**src/rtl/alu_pipe.sv**
```systemverilog
// rtl/alu_pipe.sv - two-stage pipelined signed ALU with valid/ready handshakes
// Stage 1 holds the accepted operands; stage 2 computes and holds {result, flag}.
module alu_pipe #(
  parameter int WIDTH  = 10,
  parameter bit SAT_EN = 1'b1
) (
  input  logic             i_clk,
  input  logic             i_rst_n,
  input  logic             i_valid,
  output logic             o_ready,
  input  logic [WIDTH-1:0] i_arg0,
  input  logic [WIDTH-1:0] i_arg1,
  input  logic [2:0]       i_oper,
  input  logic             i_sat,
  output logic             o_valid,
  input  logic             i_ready,
  output logic [WIDTH-1:0] o_result,
  output logic [3:0]       o_flag,
  input  logic             i_clr_sticky,
  output logic             o_ovf_sticky
);

  typedef enum logic [2:0] {
    OP_ADD  = 3'd0,
    OP_SUB  = 3'd1,
    OP_MAX  = 3'd2,
    OP_MIN  = 3'd3,
    OP_AND  = 3'd4,
    OP_ORR  = 3'd5,
    OP_XOR  = 3'd6,
    OP_XNOR = 3'd7
  } op_e;

  localparam logic [WIDTH-1:0] SMAX = {1'b0, {(WIDTH-1){1'b1}}};
  localparam logic [WIDTH-1:0] SMIN = {1'b1, {(WIDTH-1){1'b0}}};

  logic             s1_valid_q, s1_valid_d;
  logic [WIDTH-1:0] a_q, b_q;
  op_e              oper_q;
  logic             sat_q;

  logic             o_valid_q, o_valid_d;
  logic [WIDTH-1:0] result_q;
  logic [3:0]       flag_q;
  logic             sticky_q, sticky_d;

  logic             out_load;
  logic             accept;

  logic [WIDTH-1:0] sum, diff, raw, result_d;
  logic             add_ovf, sub_ovf, ovf_d, a_ge_b;
  logic             neg_d, zero_d, pos_d;

  // Stage 1 may refill in the same cycle it drains into the output register.
  assign out_load = s1_valid_q & (~o_valid_q | i_ready);
  assign o_ready  = ~s1_valid_q | ~o_valid_q | i_ready;
  assign accept   = i_valid & o_ready;

  assign s1_valid_d = accept | (s1_valid_q & ~out_load);
  assign o_valid_d  = out_load | (o_valid_q & ~i_ready);

  assign sum     = a_q + b_q;
  assign diff    = a_q - b_q;
  assign add_ovf = (a_q[WIDTH-1] == b_q[WIDTH-1]) & (sum[WIDTH-1] != a_q[WIDTH-1]);
  assign sub_ovf = (a_q[WIDTH-1] != b_q[WIDTH-1]) & (diff[WIDTH-1] != a_q[WIDTH-1]);
  assign a_ge_b  = $signed(a_q) >= $signed(b_q);

  always_comb begin
    raw   = '0;
    ovf_d = 1'b0;
    case (oper_q)
      OP_ADD: begin
        raw   = sum;
        ovf_d = add_ovf;
      end
      OP_SUB: begin
        raw   = diff;
        ovf_d = sub_ovf;
      end
      OP_MAX:  raw = a_ge_b ? a_q : b_q;
      OP_MIN:  raw = ($signed(a_q) <= $signed(b_q)) ? a_q : b_q;
      OP_AND:  raw = a_q & b_q;
      OP_ORR:  raw = a_q | b_q;
      OP_XOR:  raw = a_q ^ b_q;
      OP_XNOR: raw = ~(a_q ^ b_q);
      default: raw = '0;
    endcase
  end

  // Saturation clamps toward the sign of operand A, which is the true overflow direction.
  always_comb begin
    result_d = raw;
    if (SAT_EN && sat_q && ovf_d) begin
      result_d = a_q[WIDTH-1] ? SMIN : SMAX;
    end
  end

  assign neg_d  = result_d[WIDTH-1];
  assign zero_d = (result_d == '0);
  assign pos_d  = ~neg_d & ~zero_d;

  assign sticky_d = (out_load & ovf_d) | (sticky_q & ~i_clr_sticky);

  always_ff @(posedge i_clk or negedge i_rst_n) begin
    if (!i_rst_n) begin
      s1_valid_q <= 1'b0;
      a_q        <= '0;
      b_q        <= '0;
      oper_q     <= OP_ADD;
      sat_q      <= 1'b0;
    end else begin
      s1_valid_q <= s1_valid_d;
      if (accept) begin
        a_q    <= i_arg0;
        b_q    <= i_arg1;
        oper_q <= op_e'(i_oper);
        sat_q  <= i_sat;
      end
    end
  end

  always_ff @(posedge i_clk or negedge i_rst_n) begin
    if (!i_rst_n) begin
      o_valid_q <= 1'b0;
      result_q  <= '0;
      flag_q    <= 4'b0000;
      sticky_q  <= 1'b0;
    end else begin
      o_valid_q <= o_valid_d;
      sticky_q  <= sticky_d;
      if (out_load) begin
        result_q <= result_d;
        flag_q   <= {neg_d, pos_d, zero_d, ovf_d};
      end
    end
  end

  assign o_valid      = o_valid_q;
  assign o_result     = result_q;
  assign o_flag       = flag_q;
  assign o_ovf_sticky = sticky_q;

endmodule
```
**config.mk**
```make
export PLATFORM = sky130hd
export DESIGN_NAME = alu_pipe
export DESIGN_NICKNAME = d
export VERILOG_FILES = /design/src/rtl/alu_pipe.sv
export SDC_FILE = /design/constraint.sdc
export NUM_CORES = 1
export LEC_CHECK = 0
export ABC_AREA = 1
export CAP_MARGIN = 20
export CORE_MARGIN = 2
export CORE_UTILIZATION = 45
export CTS_BUF_LIST = sky130_fd_sc_hd__clkbuf_4 sky130_fd_sc_hd__clkbuf_8
export DETAILED_ROUTE_END_ITERATION = 7
export PLACE_DENSITY = 0.78
export SYNTH_ARGS = -nofsm -noshare
export SYNTH_HDL_FRONTEND = slang
export SYNTH_SLANG_ARGS = --single-unit
```
**constraint.sdc**
```tcl
create_clock -name i_clk -period 3.8 [get_ports i_clk]
set_clock_uncertainty 0.05 [all_clocks]
set_input_delay 0.76 -clock i_clk [delete_from_list [all_inputs] [get_ports i_clk]]
set_output_delay 0.76 -clock i_clk [all_outputs]
set_load 0.03 [all_outputs]
```
==> deck_impl_summary.md <==
Key Metrics from the Run

Run status
  – Status: finished clean

Logic synthesis
  – Synth warnings: 0
  – Floorplan Nets: 605
  – Top cells by count: nand2_1, nor2_1, nand3_1, inv_1, a21oi_1
  – Top-area cell share: 27.6%
  – Most repeated cell in the gate-level netlist after synthesis: nand2_1
  – Dominant Register Cell: dfrtp_1

Job
  – Max-cap check violation count: 0

Layout
  – Antenna Cells: 0
  – Most instantiated logic cells after routing: nand2_1, nor2_1, nand3_1
  – # nets final: 645

Hold path
  – Min-delay src: o_flag[0]

Setup path
  – Slowest-stage cell, CP: ha_1
  – R2R Path Start: a_q[4]
  – Setup crit start: a_q[4]
  – Crit path top cell by count: nand2_1
  – CP Capture Type: flip-flop

CTS
  – CTS tree: yes
  – Clk_lat worst skew: 0.30 ns
  – Hold buffers post-CTS: 0

Routing
  – DRC: 0
  – Detailed Routing Iterations Pass 1: 7

Timing
  – RSZ-0062 raised after global routing: no
[layout make-up]
cell class	instances	area, sq um
clock inverters	2	38.8
repair buffers	52	498
multi-input cells	418	2250
well taps	102	128
clock buffers	6	82.6
flip-flops and latches	40	1000
inverters	67	256
fillers	773	3510
[metrics by stage]
| step | std cells | area [sq um] | power, mW | setup WS (ns) | hold slack (ns) |
|---|---|---|---|---|---|
| 2_1_floorplan | 544 | 3630 | 1.57 | 1.25 | 0.406 |
| 3_3_place_gp | 679 | 4140 | 1.99 | 0.486 | 0.414 |
| 3_5_place_dp | 679 | 4140 | 2.00 | 0.577 | 0.427 |
| 4_1_cts | 687 | 4260 | 2.38 | 0.587 | 0.447 |
| 5_1_grt | 687 | 4260 | 2.57 | 0.141 | 0.480 |
| 6_report | 687 | 4260 | 2.41 | 0.542 | 0.445 |
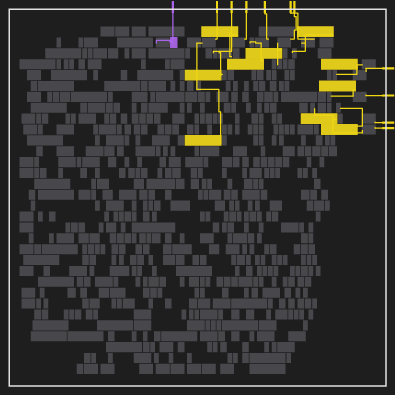
**Above:** I/O nets highlighted.
Drawn at 4 px/um.
legend:
  purple:
    port: i_clr_sticky
    bits: 1
    direction: input
    edge: top
    end_cells: 1
    buffers: 1
    wire: 13.4 um
  yellow:
    port: o_result
    bits: 10
    direction: output
    edge: 6 top, 4 right
    end_cells: 10
    buffers: 10
    wire: 199 um
Port Buffers: 45
IO Count: 46

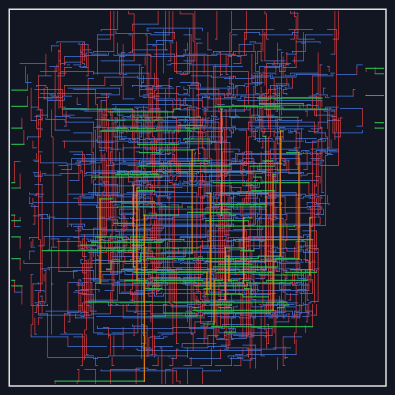
**Above:** signal wires by layer.
Drawn at 4 px/um.
legend:
  blue:
    layer: M1
    wire_length: 4,930 um
  red:
    layer: M2
    wire_length: 5,050 um
  orange:
    layer: M4
    wire_length: 373 um
  green:
    layer: M3
    wire_length: 1,190 um

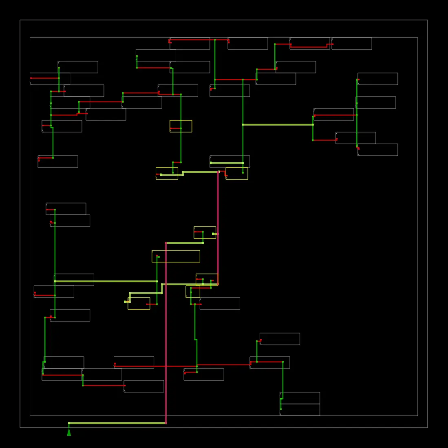
**Above:** the clock network.
CTS Sinks: 40
cts bufs inserted: 5
clock-net power: 386 uW
final-layout clock buffer total: 6

Power is estimated from default activity; no workload was simulated.
